`src/rtl/inst_fetch_unit_if.sv`:
```
// Fetch-unit bus bundle: instruction-memory read port, redirect input from
// the core, and the valid/ready instruction stream to decode.
interface inst_fetch_unit_if #(
  parameter int PC_WIDTH   = 5,
  parameter int INST_WIDTH = 32
) ();

  logic                  imem_req;
  logic [PC_WIDTH-1:0]   imem_addr;
  logic [INST_WIDTH-1:0] imem_data;
  logic                  redirect;
  logic [PC_WIDTH-1:0]   redirect_target;
  logic                  inst_valid;
  logic                  inst_ready;
  logic [INST_WIDTH-1:0] inst;
  logic [PC_WIDTH-1:0]   inst_pc;

  // Fetch unit side
  modport master (
    output imem_req, imem_addr, inst_valid, inst, inst_pc,
    input  imem_data, redirect, redirect_target, inst_ready
  );

  // Memory / core side
  modport slave (
    input  imem_req, imem_addr, inst_valid, inst, inst_pc,
    output imem_data, redirect, redirect_target, inst_ready
  );

endinterface

```
`src/rtl/inst_fetch_unit.sv`:
```
// Instruction fetch stage: owns the PC, issues one read per cycle to a
// 1-cycle-latency instruction memory, buffers returned words with their PC
// in a small FIFO and hands them to the core over valid/ready. A redirect
// loads a new PC and flushes every wrong-path word.
module inst_fetch_unit #(
  parameter int                  PC_WIDTH   = 5,
  parameter int                  INST_WIDTH = 32,
  parameter int                  DEPTH      = 3,
  parameter logic [PC_WIDTH-1:0] RESET_PC   = {PC_WIDTH{1'b0}}
) (
  input  logic               clk,
  input  logic               rst_n,
  inst_fetch_unit_if.master  bus
);

  localparam int CNT_W = $clog2(DEPTH + 1);
  localparam int PTR_W = (DEPTH > 1) ? $clog2(DEPTH) : 1;

  localparam logic [CNT_W:0]   DEPTH_OCC = (CNT_W + 1)'(DEPTH);
  localparam logic [PTR_W-1:0] PTR_LAST  = PTR_W'(DEPTH - 1);
  localparam logic [PTR_W-1:0] PTR_ZERO  = {PTR_W{1'b0}};
  localparam logic [PTR_W-1:0] PTR_ONE   = PTR_W'(1);
  localparam logic [CNT_W-1:0] CNT_ZERO  = {CNT_W{1'b0}};
  localparam logic [CNT_W-1:0] CNT_ONE   = CNT_W'(1);

  // Circular pointer increment, wrapping at DEPTH (not a power of two in general)
  function automatic logic [PTR_W-1:0] next_ptr(input logic [PTR_W-1:0] p);
    return (p == PTR_LAST) ? PTR_ZERO : (p + PTR_ONE);
  endfunction

  logic [PC_WIDTH-1:0]   pc_q, pc_d;
  logic [PC_WIDTH-1:0]   cap_pc_q, cap_pc_d;
  logic                  inflight_q, inflight_d;
  logic [CNT_W-1:0]      count_q, count_d;
  logic [PTR_W-1:0]      wr_ptr_q, wr_ptr_d;
  logic [PTR_W-1:0]      rd_ptr_q, rd_ptr_d;
  logic [INST_WIDTH-1:0] mem_inst_q [DEPTH];
  logic [INST_WIDTH-1:0] mem_inst_d [DEPTH];
  logic [PC_WIDTH-1:0]   mem_pc_q   [DEPTH];
  logic [PC_WIDTH-1:0]   mem_pc_d   [DEPTH];

  logic [CNT_W:0] occ_s;
  logic           issue_s;
  logic           deq_s;
  logic           wr_s;

  // Reserve a FIFO slot for every outstanding read so a returning word always
  // fits; rst_n gating keeps the strobe low while reset is held.
  assign occ_s   = {1'b0, count_q} + {{CNT_W{1'b0}}, inflight_q};
  assign issue_s = rst_n && !bus.redirect && (occ_s < DEPTH_OCC);
  assign deq_s   = (count_q != CNT_ZERO) && bus.inst_ready;
  // A word returning in a redirect cycle belongs to the wrong path
  assign wr_s    = inflight_q && !bus.redirect;

  assign bus.imem_req   = issue_s;
  assign bus.imem_addr  = pc_q;
  assign bus.inst_valid = (count_q != CNT_ZERO);
  assign bus.inst       = mem_inst_q[rd_ptr_q];
  assign bus.inst_pc    = mem_pc_q[rd_ptr_q];

  // Next-state: PC/issue tracking, FIFO write/read and redirect flush
  always_comb begin
    pc_d       = pc_q;
    cap_pc_d   = cap_pc_q;
    inflight_d = 1'b0;
    count_d    = count_q;
    wr_ptr_d   = wr_ptr_q;
    rd_ptr_d   = rd_ptr_q;
    mem_inst_d = mem_inst_q;
    mem_pc_d   = mem_pc_q;

    if (bus.redirect) begin
      // The head transfer in this cycle still completes; clearing the FIFO
      // after it is equivalent to just emptying it here.
      pc_d       = bus.redirect_target;
      inflight_d = 1'b0;
      count_d    = CNT_ZERO;
      wr_ptr_d   = PTR_ZERO;
      rd_ptr_d   = PTR_ZERO;
    end else begin
      if (issue_s) begin
        pc_d       = pc_q + {{(PC_WIDTH-1){1'b0}}, 1'b1};
        cap_pc_d   = pc_q;
        inflight_d = 1'b1;
      end else begin
        inflight_d = 1'b0;
      end

      if (wr_s) begin
        mem_inst_d[wr_ptr_q] = bus.imem_data;
        mem_pc_d[wr_ptr_q]   = cap_pc_q;
        wr_ptr_d             = next_ptr(wr_ptr_q);
      end else begin
        wr_ptr_d = wr_ptr_q;
      end

      if (deq_s) begin
        rd_ptr_d = next_ptr(rd_ptr_q);
      end else begin
        rd_ptr_d = rd_ptr_q;
      end

      case ({wr_s, deq_s})
        2'b10:   count_d = count_q + CNT_ONE;
        2'b01:   count_d = count_q - CNT_ONE;
        default: count_d = count_q;
      endcase
    end
  end

  // State registers; asynchronous reset discards FIFO contents and any read in flight
  always_ff @(posedge clk or negedge rst_n) begin
    if (!rst_n) begin
      pc_q       <= RESET_PC;
      cap_pc_q   <= {PC_WIDTH{1'b0}};
      inflight_q <= 1'b0;
      count_q    <= CNT_ZERO;
      wr_ptr_q   <= PTR_ZERO;
      rd_ptr_q   <= PTR_ZERO;
      for (int i = 0; i < DEPTH; i++) begin
        mem_inst_q[i] <= {INST_WIDTH{1'b0}};
        mem_pc_q[i]   <= {PC_WIDTH{1'b0}};
      end
    end else begin
      pc_q       <= pc_d;
      cap_pc_q   <= cap_pc_d;
      inflight_q <= inflight_d;
      count_q    <= count_d;
      wr_ptr_q   <= wr_ptr_d;
      rd_ptr_q   <= rd_ptr_d;
      mem_inst_q <= mem_inst_d;
      mem_pc_q   <= mem_pc_d;
    end
  end

endmodule

```
`src/flat_wrapper.sv`:
```
// flat-port wrapper written by rule: the top's interface ports become plain ports
module inst_fetch_unit_flat 
#(
  parameter int                  PC_WIDTH   = 5,
  parameter int                  INST_WIDTH = 32,
  parameter int                  DEPTH      = 3,
  parameter logic [PC_WIDTH-1:0] RESET_PC   = {PC_WIDTH{1'b0}}
)
  (clk, rst_n, bus_imem_req, bus_imem_addr, bus_inst_valid, bus_inst, bus_inst_pc, bus_imem_data, bus_redirect, bus_redirect_target, bus_inst_ready);
  inst_fetch_unit_if #(.PC_WIDTH(PC_WIDTH), .INST_WIDTH(INST_WIDTH)) bus_i ();
  input  logic clk;
  input  logic rst_n;
  output wire logic [$bits(bus_i.imem_req)-1:0] bus_imem_req;
  output wire logic [$bits(bus_i.imem_addr)-1:0] bus_imem_addr;
  output wire logic [$bits(bus_i.inst_valid)-1:0] bus_inst_valid;
  output wire logic [$bits(bus_i.inst)-1:0] bus_inst;
  output wire logic [$bits(bus_i.inst_pc)-1:0] bus_inst_pc;
  input wire logic [$bits(bus_i.imem_data)-1:0] bus_imem_data;
  input wire logic [$bits(bus_i.redirect)-1:0] bus_redirect;
  input wire logic [$bits(bus_i.redirect_target)-1:0] bus_redirect_target;
  input wire logic [$bits(bus_i.inst_ready)-1:0] bus_inst_ready;
  assign bus_imem_req = bus_i.imem_req;
  assign bus_imem_addr = bus_i.imem_addr;
  assign bus_inst_valid = bus_i.inst_valid;
  assign bus_inst = bus_i.inst;
  assign bus_inst_pc = bus_i.inst_pc;
  assign bus_i.imem_data = bus_imem_data;
  assign bus_i.redirect = bus_redirect;
  assign bus_i.redirect_target = bus_redirect_target;
  assign bus_i.inst_ready = bus_inst_ready;
  inst_fetch_unit #(.PC_WIDTH(PC_WIDTH), .INST_WIDTH(INST_WIDTH), .DEPTH(DEPTH), .RESET_PC(RESET_PC)) u_core (.clk(clk), .rst_n(rst_n), .bus(bus_i));
endmodule
```
`config.mk`:
```
export PLATFORM = sky130hd
export DESIGN_NAME = inst_fetch_unit_flat
export DESIGN_NICKNAME = d
export VERILOG_FILES = /design/src/rtl/inst_fetch_unit_if.sv /design/src/rtl/inst_fetch_unit.sv /design/src/flat_wrapper.sv
export SDC_FILE = /design/constraint.sdc
export NUM_CORES = 1
export LEC_CHECK = 0
export CAP_MARGIN = 20
export CORE_MARGIN = 1
export CORE_UTILIZATION = 40
export DETAILED_ROUTE_END_ITERATION = 16
export GPL_ROUTABILITY_DRIVEN = 0
export PLACE_DENSITY = 0.69
export SLEW_MARGIN = 20
export SYNTH_ARGS = -nofsm -noshare
export SYNTH_HDL_FRONTEND = slang
export SYNTH_SLANG_ARGS = --single-unit
```
`constraint.sdc`:
```
create_clock -name clk -period 4.5 [get_ports clk]
set_input_delay 1.35 -clock clk [delete_from_list [all_inputs] [get_ports clk]]
set_output_delay 1.35 -clock clk [all_outputs]
set_load 0.02 [all_outputs]
```
==> reports/qor.csv <==
stage;metric;value;unit
outcome;status;completed;
timing;max_slew_margin;43.21;%
clock_tree;post_cts.repair.setup_buffers;0;
synth;ys_seq_share;55.21;%
route;drcViolationCount;0;
placement;pre_cts_slack;0.4806;ns
synth;flop_cell;dfrtp_1;
pwr;p_sw;0.9472;mW
timing;rsz0062_at_grt;false;
setup_path;required;3.15;ns
setup_path;ff2ff_setup_slack;2.39;ns
setup_path;critPathLaunchType;register;
cells_and_area;fin_nets;576;
pwr;report.power.total;3.596;mW
global_routing;grt.met2_usage;29.42;%
setup_path;slowest_stage;clkdlybuf4s50_1;
placement;hpwl;7704;um
cells_and_area;drive_above_1_share;30.09;%
clock_tree;clkSinkCount;128;
cells_and_area;top_regs;u_core.mem_inst_q x96, u_core.mem_pc_q x15;
synth;synth_area;5802;um2
job;maxCapViolations;0;
route;wl_met3;508;um
global_routing;use_met1;22.21;%
die;io_pins;85;
placement;placed_area;6784;um2
setup_path;r2r-end;u_core.cap_pc_q[4];
global_routing;first_global_vias;3921;
pwr;p_leak;3.066;nW
setup_path;cp_common_cell;buf_4;
synth;yosysWarnings;0;
pwr;intPower;2.649;mW
setup_path;startpoint;u_core.rd_ptr_q[0];
setup_path;path_cells;buf_4, buf_4, mux2i_1, o21ai_0, clkdlybuf4s50_1;
global_routing;antenna_found_initial;0;
clock_tree;cts_tree;done;
global_routing;grt_max_degree;71;
timing;fin_worst_hold_slack;0.5037;ns
clock_tree;htree_levels;4;
global_routing;grt_pass1_wl;19960;um
synth;synth.largest_area_cell;dfrtp_1;
setup_path;criticalPathCategory;register to primary output;
worst_hold_path;min_to;u_core.mem_inst_q[26];
synth;ys.flops;128;
synth;adder_share;0.6470;%
setup_path;crit_fanout;21;
clock_tree;clockBufferDepth;2;
clock_tree;ctsResizeCount;0;
pwr;combPwrFrac;22.1;%
timing;tightest_slew;0.8519;ns
synth;mux_area_share;29.07;%
worst_hold_path;hp-class;register to register;
synth;top_area_share;55.21;%
route;top_layer;met4;
global_routing;grt_use_total;17.91;%
setup_path;critical_path.endpoint;bus_inst[11];
setup_path;worstReg2RegStart;u_core.inflight_q;
synth;top_cells_by_count;128 x dfrtp_1, 116 x mux2_2, 41 x nand2_1;
synth;simple_gate_area_share;6.815;%
worst_hold_path;min_from;u_core.mem_inst_q[26];
timing;tns;0;ns
timing;setup_ws;0.4444;ns
placement;placed_cells;693;
timing;slew_violations;0;
route;drt_pass1_iterations;4;
cells_and_area;fin_cells;725;
die;die_h;122.4;um
route;wl_met2;6347;um
clock_tree;cts.clk_slew.worst_paths;0.05;ns
synth;top_cells_by_area;dfrtp_1 55%, mux2_2 23%, mux2i_1 6.6%, o21ai_0 3.5%, nand2_1 2.7%;
synth;yosysMostFrequentCell;dfrtp_1;
timing;finalCritPeriodShare;90.12;%
clock_tree;cts_buffers;17;
cells_and_area;layout_top_cell;dfrtp_1;
pwr;seqPwrFrac;42.6;%
job;tool_warnings;26;
route;m1WireLength;5461;um
setup_path;reg2reg_depth;6;
worst_hold_path;hold_path_depth;1;
clock_tree;cts_hold_buf;0;
placement;portBuffers;84;
route;drt_iter0_markers;201;
global_routing;top_usage_layer;met2;
timing;setup_viol;0;
cells_and_area;syn2layout_area_growth;26.48;%
## critical path: cells and delay by family (launching register included)
kind / cells / cell delay, ns
buffers and inverters: 3 / 1.38
DFF: 1 / 0.62
muxes: 1 / 0.09
AOI/OAI and AO/OA: 1 / 0.18
## area by class of cell
class                      count  area [um2]  area share [%]
tap                          180       225.2           3.069
timing repair buffer          95       933.4           12.72
sequential                   128        3204           43.67
clock buffer                  26       499.2           6.803
inverter                       2       7.507          0.1023
multi-input combinational    288        2414           32.89
clock inverter                 6       55.05          0.7502
## power groups by stage
stage	Combinational (mW)	Sequential, mW	Clock (mW)
after floorplan	0.475	1.51	0
after global placement	0.783	1.53	0
after detailed placement	0.806	1.55	0
after CTS	0.810	1.53	1.30
after global routing	0.857	1.56	1.36
final	0.795	1.53	1.27
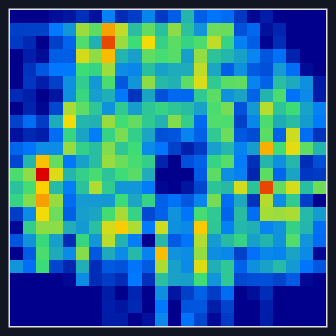
Fig. 1. Routed metal per tile.
24 x 24 tiles, from dark blue (low) to red (high), scaled to the fullest tile. Values are wire area over tile area, all layers added.
- tiles over half the peak: 19%
- mean over tiles: 0.13
- nearly empty tiles: 15%
- fullest tile: 0.44
drt wl/cell: 17.22 um
drt total wl: 12490 um
Vias: 3789

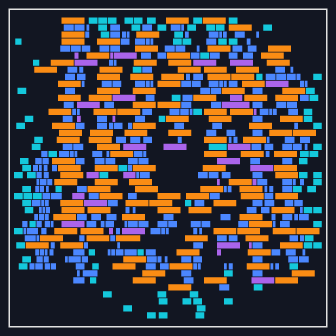
Fig. 2. Placed cells, one colour a class.
- sequential cells: orange (cells 128; share of their area 45%)
- remaining buffers and delay cells: cyan (cells 95; share of their area 13%)
- remaining logic cells: blue (cells 290; share of their area 34%)
- clock drivers and dummy loads: purple (cells 32; share of their area 7.8%)
area of the core: 13990 um2
Final Core Density: 52.46%
finished layout cell area: 7338 um2
Seq/total area: 43.67%
floorplan row count: 43

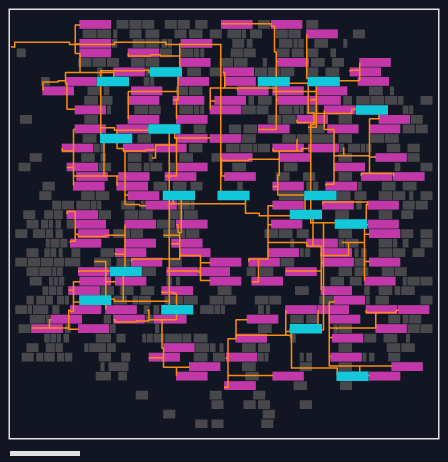
Fig. 3. Clock distribution.
Bar = 20 um.
- clock-net drivers: cyan (count 17)
- flip-flops: magenta (count 128)
- clock wires: orange (length 1560 um)
- routed clock nets: 18
clock latency on the worst-skew pair: 0.41 ns
Clk. pwr: 1.27 mW
clock skew: 0.004234 ns
Clk pwr share: 35.3%

Power figures rest on the tool's default switching activity, not on a simulated workload.
